<file path="src/rtl/counter_job_arbiter.sv">
// Two-way round-robin sequencer for a shared N-bit up/down counter with load.
// Optional JOB_CHECK_EN macro adds a final-count checker driving err_out.
module counter_job_arbiter #(
    parameter int unsigned N = 3,
    parameter int unsigned S = 4
) (
    input  logic         clk,
    input  logic         reset_al_in,
    input  logic         req_a_in,
    input  logic         req_b_in,
    input  logic [N-1:0] start_a_in,
    input  logic [N-1:0] start_b_in,
    input  logic         dir_a_in,
    input  logic         dir_b_in,
    input  logic [S-1:0] steps_a_in,
    input  logic [S-1:0] steps_b_in,
    input  logic [N-1:0] count_in,
    output logic         ctr_load_out,
    output logic [N-1:0] ctr_d_out,
    output logic         ctr_up_down_out,
    output logic         grant_a_out,
    output logic         grant_b_out,
    output logic         done_a_out,
    output logic         done_b_out,
    output logic [N-1:0] result_out,
    output logic         busy_out,
    output logic         err_out
);

    typedef enum logic [1:0] {StIdle, StLoad, StRun, StDone} state_e;

    localparam logic [S-1:0] StepOne = 1;

    state_e       state_q, state_d;
    logic         owner_q, owner_d;  // 1 = requester B
    logic         last_q, last_d;    // last granted, 1 = B
    logic [N-1:0] start_q, start_d;
    logic         dir_q, dir_d;
    logic [S-1:0] steps_q, steps_d;
    logic [S-1:0] remaining_q, remaining_d;
    logic [N-1:0] result_q, result_d;
    logic         done_a_q, done_a_d;
    logic         done_b_q, done_b_d;
    logic         pick_b;

    // B wins alone, or on a tie when A was granted last.
    assign pick_b = req_b_in && (!req_a_in || !last_q);

    always_comb begin
        state_d         = state_q;
        owner_d         = owner_q;
        last_d          = last_q;
        start_d         = start_q;
        dir_d           = dir_q;
        steps_d         = steps_q;
        remaining_d     = remaining_q;
        result_d        = result_q;
        done_a_d        = 1'b0;
        done_b_d        = 1'b0;
        ctr_load_out    = 1'b1;
        ctr_d_out       = count_in;
        ctr_up_down_out = dir_q;
        unique case (state_q)
            StIdle: begin
                if (req_a_in || req_b_in) begin
                    owner_d = pick_b;
                    last_d  = pick_b;
                    start_d = pick_b ? start_b_in : start_a_in;
                    dir_d   = pick_b ? dir_b_in : dir_a_in;
                    steps_d = pick_b ? steps_b_in : steps_a_in;
                    state_d = StLoad;
                end
            end
            StLoad: begin
                ctr_d_out   = start_q;
                remaining_d = steps_q;
                state_d     = (steps_q == '0) ? StDone : StRun;
            end
            StRun: begin
                ctr_load_out = 1'b0;
                remaining_d  = remaining_q - StepOne;
                if (remaining_q == StepOne) begin
                    state_d = StDone;
                end
            end
            StDone: begin
                result_d = count_in;
                done_a_d = !owner_q;
                done_b_d = owner_q;
                state_d  = StIdle;
            end
            default: state_d = StIdle;
        endcase
    end

    always_ff @(posedge clk or negedge reset_al_in) begin
        if (!reset_al_in) begin
            state_q     <= StIdle;
            owner_q     <= 1'b0;
            last_q      <= 1'b1;
            start_q     <= '0;
            dir_q       <= 1'b0;
            steps_q     <= '0;
            remaining_q <= '0;
            result_q    <= '0;
            done_a_q    <= 1'b0;
            done_b_q    <= 1'b0;
        end else begin
            state_q     <= state_d;
            owner_q     <= owner_d;
            last_q      <= last_d;
            start_q     <= start_d;
            dir_q       <= dir_d;
            steps_q     <= steps_d;
            remaining_q <= remaining_d;
            result_q    <= result_d;
            done_a_q    <= done_a_d;
            done_b_q    <= done_b_d;
        end
    end

    assign grant_a_out = (state_q == StLoad) && !owner_q;
    assign grant_b_out = (state_q == StLoad) && owner_q;
    assign done_a_out  = done_a_q;
    assign done_b_out  = done_b_q;
    assign result_out  = result_q;
    assign busy_out    = (state_q != StIdle);

`ifdef JOB_CHECK_EN
    logic [N-1:0] expected_q;
    logic         err_q;

    always_ff @(posedge clk or negedge reset_al_in) begin
        if (!reset_al_in) begin
            expected_q <= '0;
            err_q      <= 1'b0;
        end else begin
            if (state_q == StLoad) begin
                expected_q <= dir_q ? start_q + N'(steps_q) : start_q - N'(steps_q);
            end
            if (state_q == StDone && count_in != expected_q) begin
                err_q <= 1'b1;
            end
        end
    end

    assign err_out = err_q;
`else
    assign err_out = 1'b0;
`endif

endmodule
</file>
<file path="config.mk">
export PLATFORM = sky130hd
export DESIGN_NAME = counter_job_arbiter
export DESIGN_NICKNAME = d
export VERILOG_FILES = /design/src/rtl/counter_job_arbiter.sv
export SDC_FILE = /design/constraint.sdc
export NUM_CORES = 1
export LEC_CHECK = 0
export ABC_CLOCK_PERIOD_IN_PS = 2150
export CAP_MARGIN = 20
export CORE_MARGIN = 2
export CORE_UTILIZATION = 45
export DETAILED_ROUTE_END_ITERATION = 16
export PLACE_DENSITY = 0.79
export SYNTH_ARGS = -nofsm -noshare
export SYNTH_HDL_FRONTEND = slang
export SYNTH_SLANG_ARGS = --single-unit
</file>
<file path="constraint.sdc">
create_clock -name clk -period 2.15 [get_ports clk]
set_input_delay 0.43 -clock clk [delete_from_list [all_inputs] [get_ports clk]]
set_output_delay 0.43 -clock clk [all_outputs]
set_load 0.05 [all_outputs]
</file>
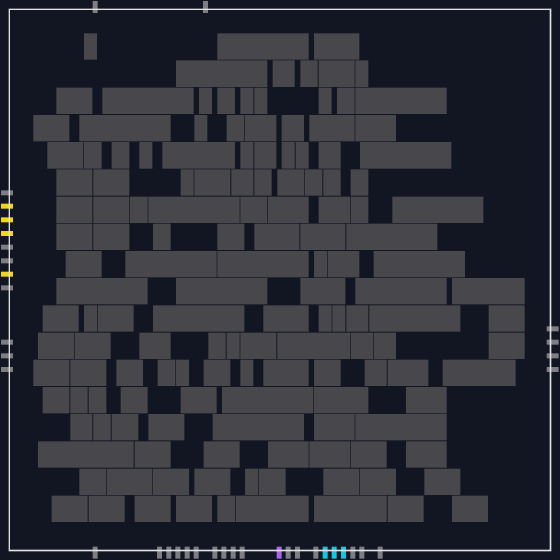
(images/io_placement.png)
(10 px per um) Pins as bars across the die edge, other pins in gray.
| color | port | pins | direction | edge |
|---|---|---|---|---|
| yellow | `steps_b_in` | 4 | input | west |
| cyan | `count_in` | 3 | input | south |
| purple | `busy_out` | 1 | output | south |
all pins by edge: 20 south, 11 west, 4 east, 2 north
count of input and output buffers: 35
Die X-Extent: 53.97 um
Die Y: 53.97 um

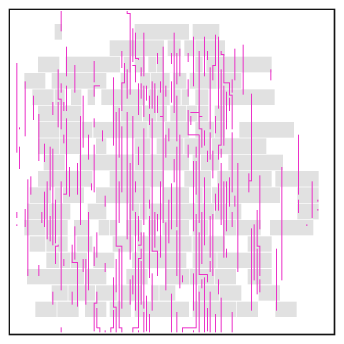
(images/layer_met2.png)
(6 px per um) Cells faint in the background.
share of all routed wire: 56%
longest straight run: 29.2 um
main direction: vertical
grt met2 use: 35.57%
via count of the routed design: 920
total wire length: 2.453 mm

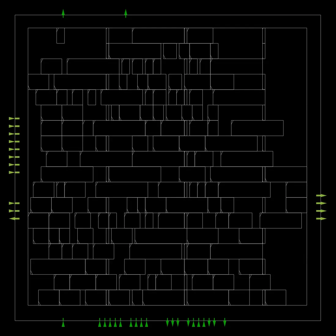
(images/placement.png)
FF+latch count: 21
Finished Core Util: 66.82%

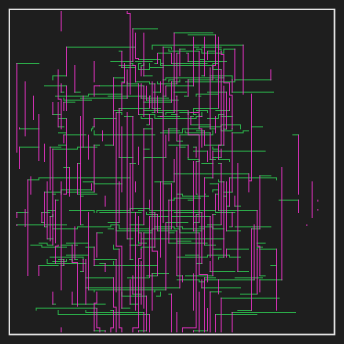
(images/wires.png)
(6 px per um) Two of the layers only.
| color | layer | wire length |
|---|---|---|
| green | metal 1 | 991 um |
| magenta | metal 2 | 1380 um |
Overall Global Routing Usage: 20.00%
mean routed wirelength per cell: 14.02 um

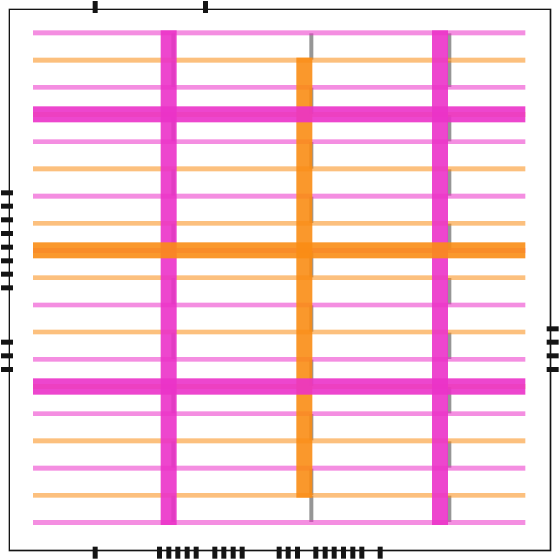
(images/power_grid.png)
(10 px per um) Pins as bars on the die edge. Tap cells in gray.
| color | net |
|---|---|
| orange | VDD |
| magenta | VSS |
signal pins: 37
met5 straps: 3
met1 rails: 19
rows: 18
tap cells: 30

-- worst max-delay path: stages (launching register included) --
cell and delay, ns:
dfrtp_1 0.44, inv_1 0.12, ha_2 0.24, mux2_2 0.38, buf_12 0.16
-- state kept, by name (all words and copies together), names as in the netlist --
signal,cells
steps_q,4
start_q,3
last_q,1
ctr_up_down_out,1
state_q,2
remaining_q,4
owner_q,1
done_a_out,1
done_b_out,1
result_out,3
-- metrics by stage --
step	area, um^2	hold slack, ns
after CTS	1608	0.4637
after detailed placement	1582	0.4937
after floorplan	1124	0.1344
after global routing	1610	0.4835
after global placement	1582	0.4689
final	1610	0.4599
-- per-layer routing --
metal | share of wire (%) | wire length (um) | up-vias | global-route usage (%)
met4 | 1.1 | 27 | 0 | 7.500
li1 | - | - | 445 | -
met2 | 56 | 1383 | 17 | 35.57
met3 | 2.0 | 50 | 2 | 2.500
met5 | 0 | 0 | - | 0
met1 | 40 | 991 | 456 | 24.56
-- worst paths after layout --
kind / from / to / slack (ns) / cells past startpoint
worst max-delay path: state_q[1] / ctr_d_out[1] / 0.09 / 4
min in group clk: result_out[2] / result_out[2] / 0.51 / 1
worst max register to register: state_q[0] / state_q[1] / 0.41 / 5
max in group asynchronous: reset_al_in / last_q / 1.43 / 2
worst min register to register: result_out[2] / result_out[2] / 0.51 / 1
worst min-delay path: reset_al_in / ctr_up_down_out / 0.46 / 2
-- cells in the mapped netlist, drive strengths merged, types with 2 or more instances --
master / count
a21oi: 7
dfrtp: 20
mux2i: 9
nand2: 9
and2: 2
buf: 3
ha: 7
clkbuf: 2
inv: 7
nor2: 2
a211oi: 2
nand2b: 2
mux2: 7
nand3: 2
nor2b: 3
o21ai: 10
-- power groups by stage --
stage	Combinational, mW	Clock (mW)	Sequential, mW
5_1_grt	1.75	0.212	0.778
3_5_place_dp	1.62	0	0.763
6_report	1.63	0.187	0.753
4_1_cts	1.64	0.196	0.752
3_3_place_gp	1.58	0	0.747
2_1_floorplan	0.884	0	0.906
-- cell families after synthesis --
logic type / share of synthesized area (%)
compound gates: 13.81
buf+inv: 4.567
other cells: 0.3338
flops: 46.88
mux: 15.03
simple gates: 11.58
fa+ha+maj: 7.795
-- area by class of cell --
cell class / instances / area, um^2 / share of cell area, %
multi-input cells: 73 / 548.0 / 34.03
repair buffers: 40 / 445.4 / 27.66
flip-flops and latches: 21 / 526.8 / 32.71
clock buffers: 4 / 26.28 / 1.632
inverters: 7 / 26.28 / 1.632
well taps: 30 / 37.54 / 2.331
-- timing repair --
action	CTS	global route
hold buffers	0	0
setup buffers	0	0
setup endpoints to repair	0	3
hold endpoints to repair	0	0
gates resized	0	1
==> CHANGELOG.md <==
### Implementation results

* Run status: completed
* Max-capacitance violation count at 0
* Number of standard-cell rows in the floorplan at 18
* Top-level port count at 37
* Count of flip-flops with a built-in enable after synthesis at 0
* Leading cell types in the layout, fill and taps excluded: clkdlybuf4s50_1, dfrtp_1, nand2_1, mux2i_1, o21ai_1
* Cell area power density at 1594 nW/um^2
* Post-Synthesis Net Count at 136
* Synth Seq Share at 46.88%
* Synthesis-stage register bit count at 21
* Cell taking the most area after synthesis: dfrtp_1
* Headroom to the max-slew limit at 66.28%
* Tot Pwr at around 2.6 mW
* Antenna violations before repair at 0
* Area of the die at approximately 2900 um^2
* Global-route congestion overflow total at 0
* Final layout net count at 176
* Sinks on Clock Net at 21
* Final setup vio count at 0
* Smallest setup slack after layout at 0.09271 ns
* Commonest flop: dfrtp_1
* Gp weighted congestion at ~0.74
* Pin count of the biggest net entering global routing at 22
* Count of placed standard cells in the final layout, fillers left out at 175
* Antenna-violating nets left at 0
* Part of the power in registers at 29.3%
* Fin crit period at 2.057 ns
* Kind of launch point of the worst setup path: flop
* H-tree lvl count at 1
* Router iterations before antenna repair at 4
* Number of warnings the tools reported at 31
* Vias per std cell at 5.257
* Later-pin clock latency in the skew report at roughly 0.29 ns
* P_int at 1.386 mW
* Leakage dissipation at 0.7099 nW
* Measured slew at the worst slew-check pin at 0.5042 ns
* Final worst path period share at ~96%
* First-pass GRT wire length at 4.091 mm
* Violation count after the first detailed-routing iteration at 8
* Worst EP arrival at 1.63 ns
* Worst Path Max Fanout at 6
* Vias in the first global route at just over 900
* Clock tree from TritonCTS: done
* Worst Setup Slack post-DPL at roughly 0.36 ns
* Clock root buffer: clkbuf_4
* Type of the most critical hold path: input pin to asynchronous set/reset pin
* Timing-limited maximum frequency at 0.4861 GHz
* Most numerous logic cell after layout: clkdlybuf4s50_1
* Pre-placement core utilization at between 40% and 50%
* Area of the mapped netlist at about 1100 um^2
* Yosys synthesis chip area at 1124 um^2
* Clock-pin slew of the registers on the worst-case setup and hold paths at approximately 0.11 ns
* Diodes inserted at 0
* Clock Skews at 0.001866 ns
* Endpoints failing hold at 0
* Core Footprint at approximately 2400 um^2
* Required time of the worst setup path at 1.72 ns
* Clk pwr share at roughly 7.3%
* DRC violations left at 0
* Yosys synthesis warning count at 0
* Syn Area/Cell at 10.60 um^2
* Clk buf depth at 2
* Fraction of registers with async set or reset after synthesis at 100.0%
* IR drop worst, VDD at 1.261 mV
* Share of total power consumed by net switching at a little under half
* Synthesis-to-layout area growth at 43.32%
* Detail Placement HPWL at 1.969 mm
* Top cell type's share of synthesized area at 44.54%
* Layout filler cell count at 180
* Area contributors post-synth: dfrtp_1, mux2i_1, ha_1
* Class of the most critical setup path: flop to primary output
* Net switching power of the design at 1.180 mW
* Cell total in the yosys stat output at between 100 and 150
* Setup crit end kind: primary output
* Proportion of layout cells with a drive suffix above 1 at between 10% and 20%
* Final number of max-transition violations at 0
* Setup repair after global routing missed its margin: no
* Setup tns final at 0 ns
* Placed cell count at about 170
* Number of CTS-inserted buffers at 3
* Part of the total power dissipated in combinational logic at a little under two thirds
* Post-Synthesis Cells at 106
* Count of cell types in the netlist at 33
Power and IR drop assume default switching activity.
